$ cat src/rtl/controle_multiciclo.sv
// Multicycle control FSM for the RV32 subset (lh, sh, sub, or, andi, srl, beq, addi).
// Optional: define CTRL_HALT_ON_ILLEGAL_EN to trap illegal instructions into ERROR instead of retiring them as NOPs.
module controle_multiciclo #(
  parameter int MEM_TIMEOUT = 16,
  parameter int CNT_W       = 32
) (
  input  logic             clk,
  input  logic             reset,
  input  logic             run,
  input  logic [31:0]      instr,
  input  logic             zero,
  input  logic             mem_ready,
  output logic             mem_req,
  output logic             mem_we,
  output logic             iord,
  output logic             ir_write,
  output logic             pc_write,
  output logic             pc_src,
  output logic             tgt_write,
  output logic [1:0]       alu_src_a,
  output logic [1:0]       alu_src_b,
  output logic [1:0]       imm_sel,
  output logic [2:0]       alu_op,
  output logic             reg_write,
  output logic             wb_sel,
  output logic             busy,
  output logic             err,
  output logic             illegal,
  output logic [CNT_W-1:0] instr_count
);
  localparam int WW = $clog2(MEM_TIMEOUT + 1);
  localparam logic [WW-1:0] WLIM = WW'(MEM_TIMEOUT - 1);
  localparam logic [2:0] OP_ADD = 3'd0, OP_SUB = 3'd1, OP_OR = 3'd2, OP_AND = 3'd3, OP_SRL = 3'd4;

  typedef enum logic [3:0] {
    IDLE, FETCH, DECODE, EXEC_R, EXEC_I, MEM_ADDR, MEM_RD, MEM_WR, WB_ALU, WB_MEM, BRANCH, ERROR
  } state_t;

  state_t        state;
  logic [WW-1:0] wait_cnt;

  logic [6:0] opc, f7;
  logic [2:0] f3;
  logic       is_r, is_i, is_ld, is_st, is_br, is_ill, rd_nz, retire;
  logic       unused_instr;

  assign opc   = instr[6:0];
  assign f3    = instr[14:12];
  assign f7    = instr[31:25];
  assign rd_nz = |instr[11:7];
  assign unused_instr = ^instr[24:15];

  assign is_r  = (opc == 7'b0110011) &&
                 (((f3 == 3'b000) && (f7 == 7'b0100000)) ||
                  ((f3 == 3'b110) && (f7 == 7'b0000000)) ||
                  ((f3 == 3'b101) && (f7 == 7'b0000000)));
  assign is_i  = (opc == 7'b0010011) && ((f3 == 3'b000) || (f3 == 3'b111));
  assign is_ld = (opc == 7'b0000011) && (f3 == 3'b001);
  assign is_st = (opc == 7'b0100011) && (f3 == 3'b001);
  assign is_br = (opc == 7'b1100011) && (f3 == 3'b000);
  assign is_ill = !(is_r || is_i || is_ld || is_st || is_br);

`ifdef CTRL_HALT_ON_ILLEGAL_EN
  localparam logic ILL_RETIRES = 1'b0;
`else
  localparam logic ILL_RETIRES = 1'b1;
`endif

  assign retire = (state == WB_ALU) || (state == WB_MEM) || (state == BRANCH) ||
                  ((state == MEM_WR) && mem_ready) ||
                  ((state == DECODE) && is_ill && ILL_RETIRES);

  always_ff @(posedge clk) begin
    if (!reset) begin
      state       <= IDLE;
      wait_cnt    <= '0;
      instr_count <= '0;
    end else begin
      if (retire) instr_count <= instr_count + CNT_W'(1);
      case (state)
        IDLE:     if (run) state <= FETCH;
        FETCH:    if (mem_ready) state <= DECODE;
        DECODE: begin
          if (is_r)                state <= EXEC_R;
          else if (is_i)           state <= EXEC_I;
          else if (is_ld || is_st) state <= MEM_ADDR;
          else if (is_br)          state <= BRANCH;
          else if (ILL_RETIRES)    state <= run ? FETCH : IDLE;
          else                     state <= ERROR;
        end
        EXEC_R, EXEC_I: state <= WB_ALU;
        MEM_ADDR: state <= is_st ? MEM_WR : MEM_RD;
        MEM_RD:   if (mem_ready) state <= WB_MEM;
        MEM_WR:   if (mem_ready) state <= run ? FETCH : IDLE;
        WB_ALU, WB_MEM, BRANCH: state <= run ? FETCH : IDLE;
        ERROR:    state <= ERROR;
        default:  state <= IDLE;
      endcase
      // A stalled access can only leave its state via mem_ready or timeout, so
      // clearing on mem_ready also covers the clear-on-state-change case.
      if (mem_req && !mem_ready) begin
        if (wait_cnt == WLIM) begin
          state    <= ERROR;
          wait_cnt <= '0;
        end else begin
          wait_cnt <= wait_cnt + WW'(1);
        end
      end else begin
        wait_cnt <= '0;
      end
    end
  end

  always_comb begin
    mem_req   = 1'b0;
    mem_we    = 1'b0;
    iord      = 1'b0;
    ir_write  = 1'b0;
    pc_write  = 1'b0;
    pc_src    = 1'b0;
    tgt_write = 1'b0;
    alu_src_a = 2'd0;
    alu_src_b = 2'd0;
    imm_sel   = 2'd0;
    alu_op    = OP_ADD;
    reg_write = 1'b0;
    wb_sel    = 1'b0;
    illegal   = 1'b0;
    err       = (state == ERROR);
    busy      = (state != IDLE) && (state != ERROR);
    case (state)
      FETCH: begin
        mem_req   = 1'b1;
        alu_src_b = 2'd2;
        ir_write  = mem_ready;
        pc_write  = mem_ready;
      end
      DECODE: begin
        alu_src_a = 2'd2;
        alu_src_b = 2'd1;
        imm_sel   = 2'd2;
        tgt_write = 1'b1;
        illegal   = is_ill;
      end
      EXEC_R: begin
        alu_src_a = 2'd1;
        alu_op    = (f3 == 3'b000) ? OP_SUB : (f3 == 3'b110) ? OP_OR : OP_SRL;
      end
      EXEC_I: begin
        alu_src_a = 2'd1;
        alu_src_b = 2'd1;
        alu_op    = (f3 == 3'b111) ? OP_AND : OP_ADD;
      end
      MEM_ADDR: begin
        alu_src_a = 2'd1;
        alu_src_b = 2'd1;
        imm_sel   = is_st ? 2'd1 : 2'd0;
      end
      MEM_RD: begin
        mem_req = 1'b1;
        iord    = 1'b1;
      end
      MEM_WR: begin
        mem_req = 1'b1;
        mem_we  = 1'b1;
        iord    = 1'b1;
      end
      WB_ALU: reg_write = rd_nz;
      WB_MEM: begin
        reg_write = rd_nz;
        wb_sel    = 1'b1;
      end
      BRANCH: begin
        alu_src_a = 2'd1;
        alu_op    = OP_SUB;
        pc_write  = zero;
        pc_src    = zero;
      end
      default: ;
    endcase
  end
endmodule

$ cat config.mk
export PLATFORM = sky130hd
export DESIGN_NAME = controle_multiciclo
export DESIGN_NICKNAME = d
export VERILOG_FILES = /design/src/rtl/controle_multiciclo.sv
export SDC_FILE = /design/constraint.sdc
export NUM_CORES = 1
export LEC_CHECK = 0
export ABC_AREA = 1
export CAP_MARGIN = 30
export CORE_MARGIN = 2
export CORE_UTILIZATION = 50
export CTS_BUF_LIST = sky130_fd_sc_hd__clkbuf_4
export CTS_CLUSTER_DIAMETER = 60
export DETAILED_ROUTE_END_ITERATION = 7
export PLACE_DENSITY = 0.8
export SLEW_MARGIN = 20
export SYNTH_ARGS = -nofsm -noshare
export SYNTH_HDL_FRONTEND = slang
export SYNTH_SLANG_ARGS = --single-unit
$ cat constraint.sdc
create_clock -name clk -period 2.2 [get_ports clk]
set_clock_uncertainty 0.2 [all_clocks]
set_input_delay 0.22 -clock clk [delete_from_list [all_inputs] [get_ports clk]]
set_output_delay 0.22 -clock clk [all_outputs]
set_load 0.05 [all_outputs]
### Clock wiring as the flow saved it

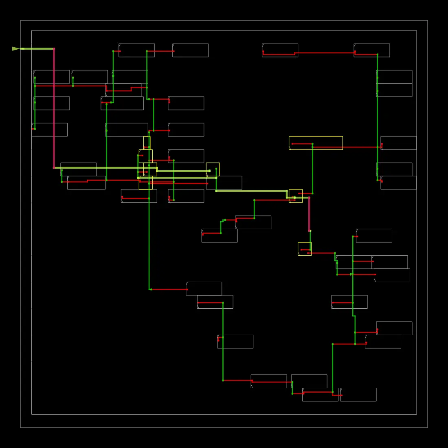
count of clock buffers in the final design: 5
clock buffer count from CTS: 5
insertion delay to the later sink of the worst-skew pair: 0.35 ns

### M4 wires

Cells faint in the background.
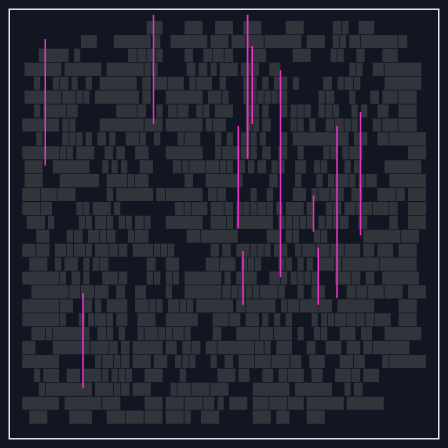
share of all routed wire: 2.9%
wire length on this layer: 252 um
longest straight run: 40.1 um
main direction: vertical
nets with wire on the layer: 12
wirelength, routed: 8754 um
Vias: 3448

### Wire density map

The die is cut into 17 by 17 equal tiles; dark blue is low, red is high, scaled to the fullest tile. Values are wire area over tile area, all layers added.
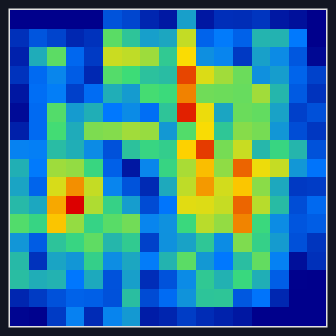
nearly empty tiles: 6.2%
tiles over half the peak: 25%
emptiest ninth of the die: north-west
mean over tiles: 0.20
drt wl/cell: 13.39 um
aggregate global-route resource usage: 25.24%

==> notes.md <==
Implementation progress

The cell leakage power stands at 1.642 nW. Counting flops and latches in the post-synthesis netlist gives 41. The DRC marker count from the first detailed-route iteration stands at 225. The worst hold path belongs to the class reg2reg. instr_count holds more flip-flops than any other register. Yosys instantiated no cell more often than nand2_1. The number of violations of the max-capacitance limit stands at 0. The share of the final layout cell area in sequential cells stands at 19.46%. After its last routability iteration, the placer logged a weighted congestion of 0.9683.

Setup repair after global routing could not meet its margin everywhere. By area, the combinational part of the netlist is dominated by simple AND/OR/NAND/NOR gates. STA puts the critical path data arrival time at 1.70 ns. Per the layout area report, the combinational fraction of cell area is 48.64%.

The total sequential power stands at 0.750 mW. Among logic cells in the layout, the one with the most instances is nand2_1. The chip area from the yosys synthesis statistics stands at 3174 um^2.

Fill cells in the final layout number 569. For flop-to-flop paths, the worst setup slack is 0.23 ns. Sorting the synthesized cells by how often they occur yields 127 x nand2_1, 63 x nor2_1, 52 x nand3_1. The synthesized design contains 0 enable-type register cells.

The run finished with clean final reports. Per the CTS log, the buffer count on the longest clock path is 2. Per the detail_route log, the uppermost layer with routed signals is met4. After Yosys synthesis, and, or, nand and nor cells account for 48.64% of the synthesized area.

The dominant power group in this design is sequential cells. STA lists the endpoint of the worst register-to-register path as instr_count[31]. Of the total synthesized cell area, the portion taken by AND-OR and OR-AND cells is 10.25%. The total number of tap cells stands at 77.

The final setup violation count stands at 0. After routing the design area is 4263 um^2. The combinational gate area stands at 2073 um^2. The number of different library cells in the post-synthesis netlist stands at 41. Once routing completed, OpenROAD measured the worst setup slack at 0.07663 ns. In the final report, the number of pins over their slew limit comes to 0. In this run the worst setup path begins at state[3]. The global routing met2 resource utilization stands at 46.11%. The count of buffer and inverter cells on the critical path stands at 3. The summed negative setup slack over all endpoints stands at 0 ns. STA classifies the critical path startpoint as a flip-flop.

OpenROAD emitted warnings numbering 38. The count of boundary I/O pins stands at 90. The xor and xnor fraction of the mapped netlist area stands at 4.415%. The number of cells traversed by the worst hold path stands at 1. 0 antenna diodes ended up in the layout. The cell that appears most often on the critical path is inv_2. The number of resized instances in the post-cts repair step stands at 1. The number of nets in the layout stands at 616. The switching share of power stands at 27.68%. From bottom edge to top edge, the die measures 83.68 um.

The total net switching power stands at 0.4153 mW. The largest registers in the layout are instr_count (32), wait_cnt (5), state (4). The count of multi-input combinational gates stands at 385.

Power attributed to combinational cells is 0.246 mW. The final core utilization stands at 68.30%. The report puts the cell count of the worst reg-to-reg path at 10.

The worst setup path is of the reg2out kind. The main area contributors are dfxtp_1 26%, nand2_1 15%, nand3_1 8.2%, nor2_1 7.4%, nand2_2 5.5%. The fraction of the cycle the final worst path needs stands at 96.52%. TritonCTS built the clock tree. The largest stage delay on the critical path stands at 0.38 ns. The worst-case IR drop observed on VDD is 0.3805 mV. The first-pass GRT wire length stands at 14840 um.

The number of buffers outside the clock class in the layout stands at 92. Post-synth the commonest register cell is dfxtp_1. The total number of H-tree levels stands at 2. Hold timing on the final database bottoms out at a slack of 0.2582 ns. The buffering overhead stands at 23.30%.

In this run the mean area of a mapped cell was 6.491 um^2. The floorplan core area stands at 6241 um^2. The number of antenna violations at the first check in global routing stands at 0. The headroom to the max-slew limit stands at 63.97%. The flip-flop count of the largest register, all copies and words added stands at 32. The total instance count after detailed placement stands at 643.
Power is estimated from default activity; no workload was simulated.
